--- src/rtl/seg7_scan_driver.sv ---
// Four-digit hex scanner for a multiplexed 7-segment display with per-frame value latching.
// Outputs are a combinational decode of registered state; a new value appears at the next frame boundary.
module seg7_scan_driver #(
  parameter int CLK_DIV        = 100000,
  parameter bit SEG_ACTIVE_LOW = 1'b1
) (
  input  logic        clk,
  input  logic        reset,
  input  logic [15:0] value,
  input  logic        blank_lz,
  output logic [3:0]  an,
  output logic [6:0]  seg,
  output logic        dp
);

  localparam int CntW = $clog2(CLK_DIV);
  localparam logic [CntW-1:0] CntMax = CntW'(CLK_DIV - 1);

  logic [CntW-1:0] cnt;
  logic [1:0]      idx;
  logic [15:0]     shadow;
  logic            lz;
  logic            pending;
  logic            newFlag;

  logic            tick;
  logic            frameLoad;

  assign tick      = (cnt == CntMax);
  assign frameLoad = pending | (tick & (idx == 2'd3));

  always_ff @(posedge clk) begin
    if (reset) begin
      cnt     <= '0;
      idx     <= 2'd0;
      shadow  <= 16'h0000;
      lz      <= 1'b0;
      newFlag <= 1'b0;
      pending <= 1'b1;
    end else begin
      cnt <= tick ? '0 : cnt + CntW'(1);
      if (tick) begin
        idx <= idx + 2'd1;
      end
      // Latching only at frame boundaries keeps all four digits from one value.
      if (frameLoad) begin
        shadow  <= value;
        lz      <= blank_lz;
        newFlag <= (value != shadow);
        pending <= 1'b0;
      end
    end
  end

  logic [3:0] nib;
  logic [6:0] codeLow;
  logic       blankDigit;
  logic [6:0] segLow;
  logic [3:0] anLow;
  logic       dpLow;

  always_comb begin
    nib = shadow[{idx, 2'b00} +: 4];
    case (nib)
      4'h0:    codeLow = 7'h40;
      4'h1:    codeLow = 7'h79;
      4'h2:    codeLow = 7'h24;
      4'h3:    codeLow = 7'h30;
      4'h4:    codeLow = 7'h19;
      4'h5:    codeLow = 7'h12;
      4'h6:    codeLow = 7'h02;
      4'h7:    codeLow = 7'h78;
      4'h8:    codeLow = 7'h00;
      4'h9:    codeLow = 7'h10;
      4'hA:    codeLow = 7'h08;
      4'hB:    codeLow = 7'h03;
      4'hC:    codeLow = 7'h46;
      4'hD:    codeLow = 7'h21;
      4'hE:    codeLow = 7'h06;
      default: codeLow = 7'h0E;
    endcase
  end

  // A digit is a leading zero when it and every more significant nibble are zero.
  always_comb begin
    case (idx)
      2'd3:    blankDigit = (shadow[15:12] == 4'h0);
      2'd2:    blankDigit = (shadow[15:8] == 8'h00);
      2'd1:    blankDigit = (shadow[15:4] == 12'h000);
      default: blankDigit = 1'b0;
    endcase
  end

  always_comb begin
    segLow = (lz && blankDigit) ? 7'h7F : codeLow;
    anLow  = ~(4'b0001 << idx);
    dpLow  = ~((idx == 2'd0) && newFlag);
  end

  always_comb begin
    if (SEG_ACTIVE_LOW) begin
      an  = anLow;
      seg = segLow;
      dp  = dpLow;
    end else begin
      an  = ~anLow;
      seg = ~segLow;
      dp  = ~dpLow;
    end
  end

endmodule
--- config.mk ---
export PLATFORM = sky130hd
export DESIGN_NAME = seg7_scan_driver
export DESIGN_NICKNAME = d
export VERILOG_FILES = /design/src/rtl/seg7_scan_driver.sv
export SDC_FILE = /design/constraint.sdc
export NUM_CORES = 1
export LEC_CHECK = 0
export CORE_ASPECT_RATIO = 0.6
export CORE_MARGIN = 4
export CORE_UTILIZATION = 28
export DETAILED_ROUTE_END_ITERATION = 10
export SKIP_LAST_GASP = 1
export SYNTH_ARGS = -nofsm -noshare
export SYNTH_HDL_FRONTEND = slang
export SYNTH_SLANG_ARGS = --single-unit
--- constraint.sdc ---
create_clock -name clk -period 3.3 [get_ports clk]
set_clock_uncertainty 0.05 [all_clocks]
set_input_delay 0.825 -clock clk [delete_from_list [all_inputs] [get_ports clk]]
set_output_delay 0.825 -clock clk [all_outputs]
set_load 0.03 [all_outputs]
**Run 1: floorplan with the power grid**

The bar under the picture is 50 microns long. Pins as bars on the die edge.
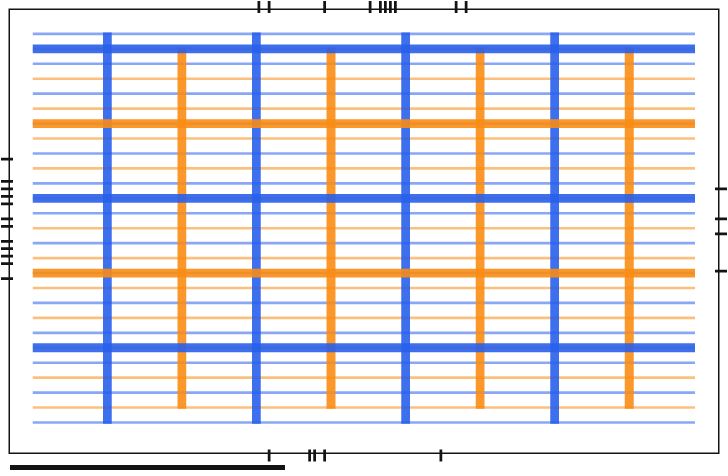
Key: blue = VSS; orange = VDD
31 signal pins sit on the boundary. 8 straps on met4.
core area: 8520 sq um
Die Ht: 80.5 microns
die width: 129 microns
Peak VDD IR: 0.189 mV

**Run 1: placed cells, one color a class**

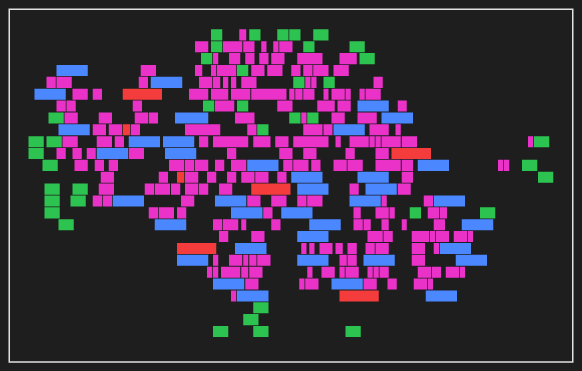
Key: green = other buffers and delay cells [cells 39]; blue = flip-flops [cells 38]; red = clock drivers and dummy loads [cells 7]; magenta = all other logic [cells 210]
utilization after layout: 35.1%
flop share of the area: 25.5%
Layout Cell Area excl Fill: 2990 sq um
Rows: 26

==> notes.md, run 1 <==
yosys + openroad results -> Initial Util 28.8%, slew margin rel. 48.9%, min cycle time layout between 3000 and 4000 ps, status finished clean, Detail Route Antenna Nets 0, RSZ-0062 raised after global routing false, yosys synthesis chip area 2450 sq um, CTS tree built, pre-CTS setup slack 389 ps, Fill cells 869, Netlist cell types 42, fin cells 406, placed cells between 300 and 400, H-tree levels 2, fmax 318 MHz, grt total ovfl 0, fraction of layout instances using a drive strength above 1 around an eighth, hold path depth 1, Crit. End Element output port, Synth async-reset ratio 0%, largest net degree at the start of global routing 40, Pwr Density between 300 and 400 nW/um^2, Syn Area/Cell between 9 and 10 sq um, IO buf count 30, drt initial violations roughly 140, DP Area 2820 sq um
**Run 1: clock distribution**

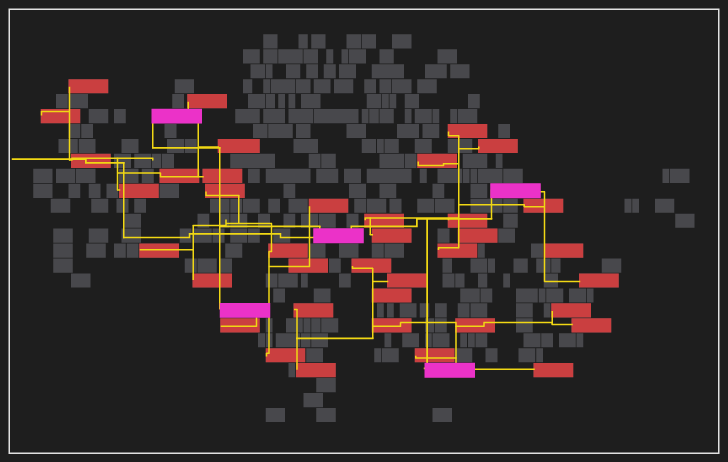
Key: red = flip-flops [count 38]; magenta = cells driving clock nets [count 5]; yellow = clock wires [length 591 microns]
There are 6 routed clock nets.
clock group share of total power: 39.6%
Late-Pin Clk Latency: 290 ps
P_clk: 0.000458 W

[run 1: per-layer routing]
metal	vias to the layer above	part of all wire (%)	global-route usage [%]
li1	986	-	-
met1	922	54	18.0
met4	0	1.2	3.56
met3	7	5.4	3.72
met2	47	39	16.3
met5	-	0	0
[run 1: how the worst max path moves through the flow]
stage	from	to	slack, ps	cells after the start
2_1_floorplan	idx[0]$_SDFFE_PP0N_	seg[3]	40	7
3_3_place_gp	idx[0]$_SDFFE_PP0N_	seg[0]	450	8
6_report	idx[0]$_SDFFE_PP0N_	seg[0]	160	6
3_5_place_dp	idx[0]$_SDFFE_PP0N_	seg[0]	390	8
5_1_grt	idx[0]$_SDFFE_PP0N_	seg[0]	8	8
4_1_cts	idx[0]$_SDFFE_PP0N_	seg[0]	70	8
[run 1: cell families after synthesis]
| group | share of synthesized area [%] |
|---|---|
| compound gates | 6.53 |
| simple gates | 23.6 |
| buf+inv | 5.76 |
| xor+xnor | 12.1 |
| mux | 14.9 |
| flops | 31.0 |
| fa+ha+maj | 6.12 |
[run 1: what timing repair did]
item                       CTS  global route
setup buffers                0             4
setup endpoints to repair    0             1
resized                      0             1
[run 1: layout make-up]
class / instances / area, sq um / area share, %
Tap cell: 112 / 140 / 4.69
Multi-Input combinational cell: 199 / 1560 / 52.2
Sequential cell: 38 / 762 / 25.5
Inverter: 11 / 41.3 / 1.38
Clock buffer: 5 / 125 / 4.19
Timing Repair Buffer: 39 / 350 / 11.7
Clock inverter: 2 / 10.0 / 0.335
[run 1: synth_stat cells (5+ instances only)]
cell      number  area share [%]
clkbuf_1       5            0.76
dfxtp_1       38              31
ha_1          12             6.1
inv_1         10             1.5
mux2i_1       23             9.4
nand2_1       10             1.5
nand2b_1      35             8.9
nand3_1        8             1.6
nand4_1       10             2.5
nor2_1        20             3.1
nor4_1         6             1.5
xnor2_1       18             6.4
xor2_1        16             5.7
[run 1: per-stage QoR]
stage / hold slack [ps] / util, % / power (W)
3_3_place_gp: 396 / 33.1 / 0.000701
3_5_place_dp: 408 / 33.1 / 0.000703
6_report: 423 / 35.1 / 0.00116
4_1_cts: 421 / 34.7 / 0.00117
5_1_grt: 456 / 35.1 / 0.00121
2_1_floorplan: 376 / - / 0.000635
[run 1: sequential cells by signal (all words and copies together) (netlist names)]
register,cells
lz,1
shadow,16
idx,2
newFlag,1
cnt,17
pending,1
[run 1: critical path, stage by stage (launching register included)]
cell and delay [ps]:
dfxtp_2 360, mux4_2 560, buf_4 160, ha_1 230, nor4_1 360, o41ai_2 130, buf_4 180
[run 1: where the power goes]
group | switching (W) | internal, W
logic | 0.0000960 | 0.0000994
registers | 0.0000254 | 0.000477
clock network | 0.000185 | 0.000273
==> run 1 -> run 2 <==
- SKIP_CTS_REPAIR_TIMING: not set -> 1
**Run 2: signal wires by layer**

The bar under the picture is 50 microns long.
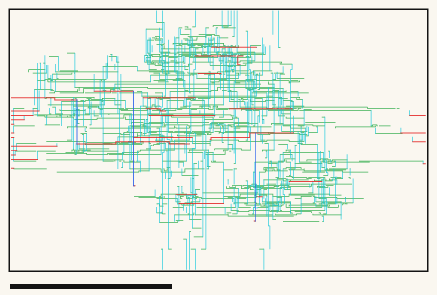
Key: cyan = met2 [wire length 2250 microns]; blue = met4 [wire length 70.0 microns]; red = met3 [wire length 312 microns]; green = met1 [wire length 3130 microns]

==> notes.md, run 2 <==
yosys + openroad results -> Top Layout Cells dfxtp_1, nand2b_1, mux2i_1, clkdlybuf4s50_1, nor2_1 (unchanged), core area 8520 sq um (unchanged), die width 129 microns (unchanged), clock group share of total power 39.6% (about the same), top cells by count dfxtp_1, nand2b_1, mux2i_1, nor2_1, xnor2_1 (unchanged), Largest register FFs 17 (unchanged), Cell area leaders dfxtp_1, mux2i_1, nand2b_1 (unchanged), fmax 318 MHz (unchanged), top cell type by total area after synthesis dfxtp_1 (unchanged), CTS tree built (unchanged), Pwr Density 387 nW/um^2 (unchanged), status finished clean (unchanged), Sw Share 26.5% (unchanged), grt total ovfl 0 (unchanged), Rows 26 (unchanged), Initial Util 28.8% (unchanged), hold path depth 1 (unchanged), Flop pwr share 43.5% (about the same), yosys synthesis chip area 2450 sq um (unchanged), Dominant cell area share 31.0% (unchanged), EDFF count, synth 0 (unchanged), Late-Pin Clk Latency 290 ps (about the same), min cycle time layout 3140 ps (unchanged), Detail Route Antenna Nets 0 (unchanged), Logic pwr share 16.9% (about the same), Synth top cell by count dfxtp_1 (unchanged), internal power 0.000849 W (unchanged), Die Ht 80.5 microns (unchanged), Crit. End Element output port (unchanged), Synth async-reset ratio 0% (unchanged), Layout Cell Area excl Fill 2990 sq um (unchanged), Syn Area/Cell 9.36 sq um (unchanged), fraction of layout instances using a drive strength above 1 12.6% (unchanged), IO buf count 30 (unchanged), biggest regs cnt (17), shadow (16), idx (2) (unchanged), drt initial violations 136 (unchanged), slew margin rel. 48.9% (unchanged)
**Run 2: track usage over the die**

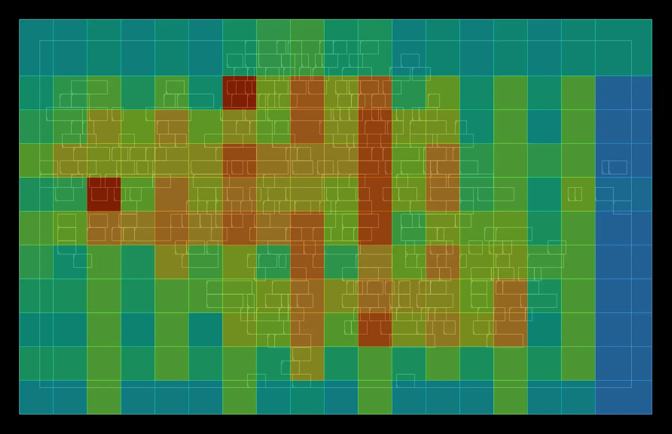
aggregate global-route resource usage: 12.1%
GRT met1 Usage: 18.0%
wire per inst: 14.2 microns
grt met3 use: 3.72%

## run 2: cell counts after synthesis
No cell type changed its count.
## run 2: cell families (layout without fill, tap and decap cells)
group | count (synthesis) | in the layout | share of synthesized area, %
and+or+nand+nor | 102 | 102 | 23.6
DFF | 38 | 38 | 31.0
xor gates and xnor gates | 34 | 34 | 12.1
muxes | 31 | 31 | 14.9
buffers and inverters | 25 | 57 | 5.76
AOI/OAI and AO/OA | 20 | 20 | 6.53
adders and majority gates | 12 | 12 | 6.12
## run 2: stage by stage
| stage | total power, W | setup WS [ps] | util, % | hold WS (ps) | std cells |
|---|---|---|---|---|---|
| finish | 0.00116 | 157 | 35.1 | 423 | 406 |
| global route | 0.00121 | 7.91 | 35.1 | 456 | 406 |
| CTS | 0.00117 | 70.9 | 34.7 | 421 | 402 |
| detailed placement | 0.000703 | 389 | 33.1 | 408 | 395 |
| global placement | 0.000701 | 451 | 33.1 | 396 | 395 |
| floorplan | 0.000635 | 36.5 | - | 376 | 262 |
## run 2: per-layer routing
layer / up-vias / track usage [%] / wire (microns)
li1: 986 / - / -
met1: 922 / 18.0 / 3130
met2: 47 / 16.3 / 2250
met3: 7 / 3.72 / 311
met4: 0 / 3.56 / 70
met5: - / 0 / 0
## run 2: critical path: stages, from the launching register on
cell and delay, ps:
dfxtp_2 360, mux4_2 560, buf_4 160, ha_1 230
nor4_1 360, o41ai_2 130, buf_4 180
## run 2: power groups by stage
stage | combinational (W) | clock, W | sequential, W
2_1_floorplan | 0.000131 | 0 | 0.000503
3_3_place_gp | 0.000189 | 0 | 0.000511
3_5_place_dp | 0.000191 | 0 | 0.000512
4_1_cts | 0.000192 | 0.000475 | 0.000502
5_1_grt | 0.000215 | 0.000489 | 0.000505
6_report | 0.000195 | 0.000458 | 0.000502
## run 2: worst paths after layout
check,slack (ps),to,start
worst max-delay path,160,seg[0],idx[0]$_SDFFE_PP0N_
worst min-delay path,420,cnt[0]$_SDFF_PP0_,cnt[0]$_SDFF_PP0_
worst max register to register,1250,shadow[8]$_SDFFE_PP0P_,cnt[0]$_SDFF_PP0_
worst min register to register,420,cnt[0]$_SDFF_PP0_,cnt[0]$_SDFF_PP0_
## run 2: cell type report
| cell class | count | area (sq um) |
|---|---|---|
| Clock buffer | 5 | 125 |
| Inverter | 11 | 41.3 |
| Timing Repair Buffer | 39 | 350 |
| Clock inverter | 2 | 10.0 |
| Sequential cell | 38 | 762 |
| Tap cell | 112 | 140 |
| Fill cell | 869 | 5540 |
| Multi-Input combinational cell | 199 | 1560 |
**Run 2: placed cells, one color a class**

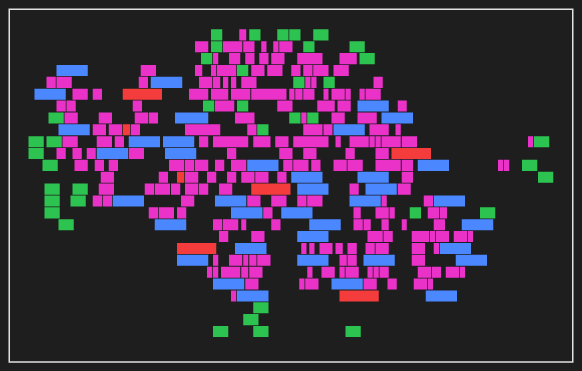

==> run 2 -> run 3 <==
- CORE_UTILIZATION: 28 -> 50
- PLACE_DENSITY: not set -> 0.73
- REMOVE_ABC_BUFFERS: not set -> 1
- clock period: 3.3 -> 3.85 ns (I/O delays scaled with it)
**Run 3: placed cells, one color a class**

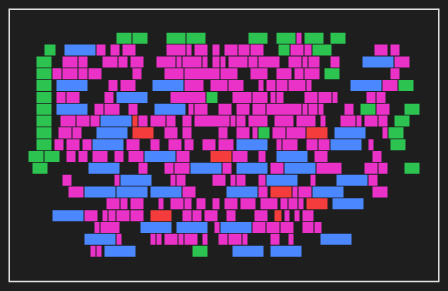
Key: magenta = all other logic [cells 210]; green = other buffers and delay cells [cells 33]; red = clock drivers and dummy loads [cells 8]; blue = flip-flops [cells 38]
Layout Cell Area excl Fill: 2860 sq um
core area: 4660 sq um

**Run 3: signal wires by layer**

The bar under the picture is 20 microns long.
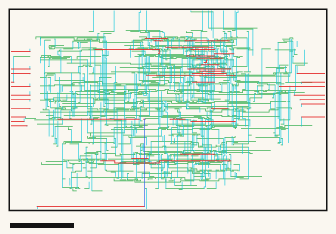
Key: red = met3 [wire length 418 microns]; cyan = met2 [wire length 2070 microns]; green = met1 [wire length 2900 microns]; blue = met4 [wire length 27.2 microns]
Total Wirelength: 5420 microns
aggregate global-route resource usage: 17.6%
wire per inst: 15.4 microns
DR vias: 1971

==> notes.md, run 3 <==
yosys + openroad results -> slew margin rel. 48.1% (was 48.9%), biggest regs cnt (17), shadow (16), idx (2) (unchanged), Die Ht 62.3 microns (was 80.5 microns), status finished clean (unchanged), yosys synthesis chip area 2450 sq um (unchanged), grt peak-use layer met1 (unchanged), drt initial violations 163 (was 136), worst stage delay on the critical path 610 ps (was 560 ps), Initial Util 52.7% (was 28.8%), Largest register FFs 17 (unchanged), Synth top cell by count dfxtp_1 (unchanged), Rows 19 (was 26), reg2reg end shadow[3]$_SDFFE_PP0P_ (was shadow[8]$_SDFFE_PP0P_), GR Util met2 22.6% (was 16.3%), launch point of the worst reg-to-reg path cnt[0]$_SDFF_PP0_ (unchanged), worst path cell trace mux4_2, inv_1, ha_1, nor2_1, nand3_1, o31ai_1, o41ai_1, buf_4 (was mux4_2, buf_4, ha_1, nor4_1, o41ai_2, buf_4), CP delay by family, top multiplexers (unchanged), top cells by count dfxtp_1, nand2b_1, mux2i_1, nor2_1, xnor2_1 (unchanged), min cycle time layout around 3500 ps, Top Layout Cells dfxtp_1, nand2b_1, clkdlybuf4s50_1, mux2i_1, nor2_1 (was dfxtp_1, nand2b_1, mux2i_1, clkdlybuf4s50_1, nor2_1), die width 98.4 microns (was 129 microns), H-tree levels 2 (unchanged), Crit. End Element output port (unchanged), WHS 412 ps (was 423 ps), crit path launch idx[0]$_SDFFE_PP0N_ (unchanged), internal reg-to-reg setup slack 1760 ps (was 1250 ps), slowest cell on the critical path mux4_2 (unchanged), Biggest register cnt (unchanged)
## run 3: cell counts after synthesis
Identical to the previous run, type by type.
## run 3: routing by layer
metal	vias up	routed length (microns)
li1	962	-
met1	933	2900
met2	74	2070
met3	2	417
met4	0	27
met5	-	0
## run 3: cell type report
cell class | instances | area, sq um
Tap cell | 63 | 78.8
Inverter | 11 | 41.3
Sequential cell | 38 | 761
Clock buffer | 7 | 86.3
Clock inverter | 1 | 5.00
Fill cell | 392 | 1800
Timing Repair Buffer | 33 | 335
Multi-Input combinational cell | 199 | 1560
## run 3: how the worst min path moves through the flow
| stage | start | to | slack [ps] | cells past startpoint |
|---|---|---|---|---|
| floorplan | cnt[0]$_SDFF_PP0_ | cnt[0]$_SDFF_PP0_ | 380 | 1 |
| global placement | cnt[0]$_SDFF_PP0_ | cnt[0]$_SDFF_PP0_ | 390 | 1 |
| detailed placement | cnt[0]$_SDFF_PP0_ | cnt[0]$_SDFF_PP0_ | 400 | 1 |
| CTS | cnt[0]$_SDFF_PP0_ | cnt[0]$_SDFF_PP0_ | 420 | 1 |
| global route | lz$_SDFFE_PP0P_ | lz$_SDFFE_PP0P_ | 450 | 2 |
| finish | cnt[0]$_SDFF_PP0_ | cnt[0]$_SDFF_PP0_ | 410 | 1 |
## run 3: worst register-to-register path: stages (launching register included)
cell     delay [ps]
dfxtp_1         340
ha_1            240
and4_1          250
and4_4          230
a21oi_4         640
mux2i_1         280
## run 3: kinds of logic after synthesis
| logic type | count (synthesis) | share of synthesized area [%] |
|---|---|---|
| and+or+nand+nor | 102 | 23.6 |
| DFF | 38 | 31.0 |
| xor gates and xnor gates | 34 | 12.1 |
| muxes | 31 | 14.9 |
| buffers and inverters | 25 | 5.76 |
| AOI/OAI and AO/OA | 20 | 6.53 |
| adders and majority gates | 12 | 6.12 |
## run 3: where the power goes
group          total (W)  internal [W]  switching (W)
clock network   0.000282      0.000144       0.000137
logic           0.000164     0.0000830      0.0000813
registers       0.000430      0.000408      0.0000217
## run 3: metrics by stage
step	total power, W	setup WS [ps]	area (sq um)
final	0.000876	334	2860
after global routing	0.000914	155	2860
after CTS	0.000879	8.36	2840
after detailed placement	0.000601	330	2750
after global placement	0.000599	348	2750
after floorplan	0.000534	64.8	2350
Power is estimated from default activity; no workload was simulated.
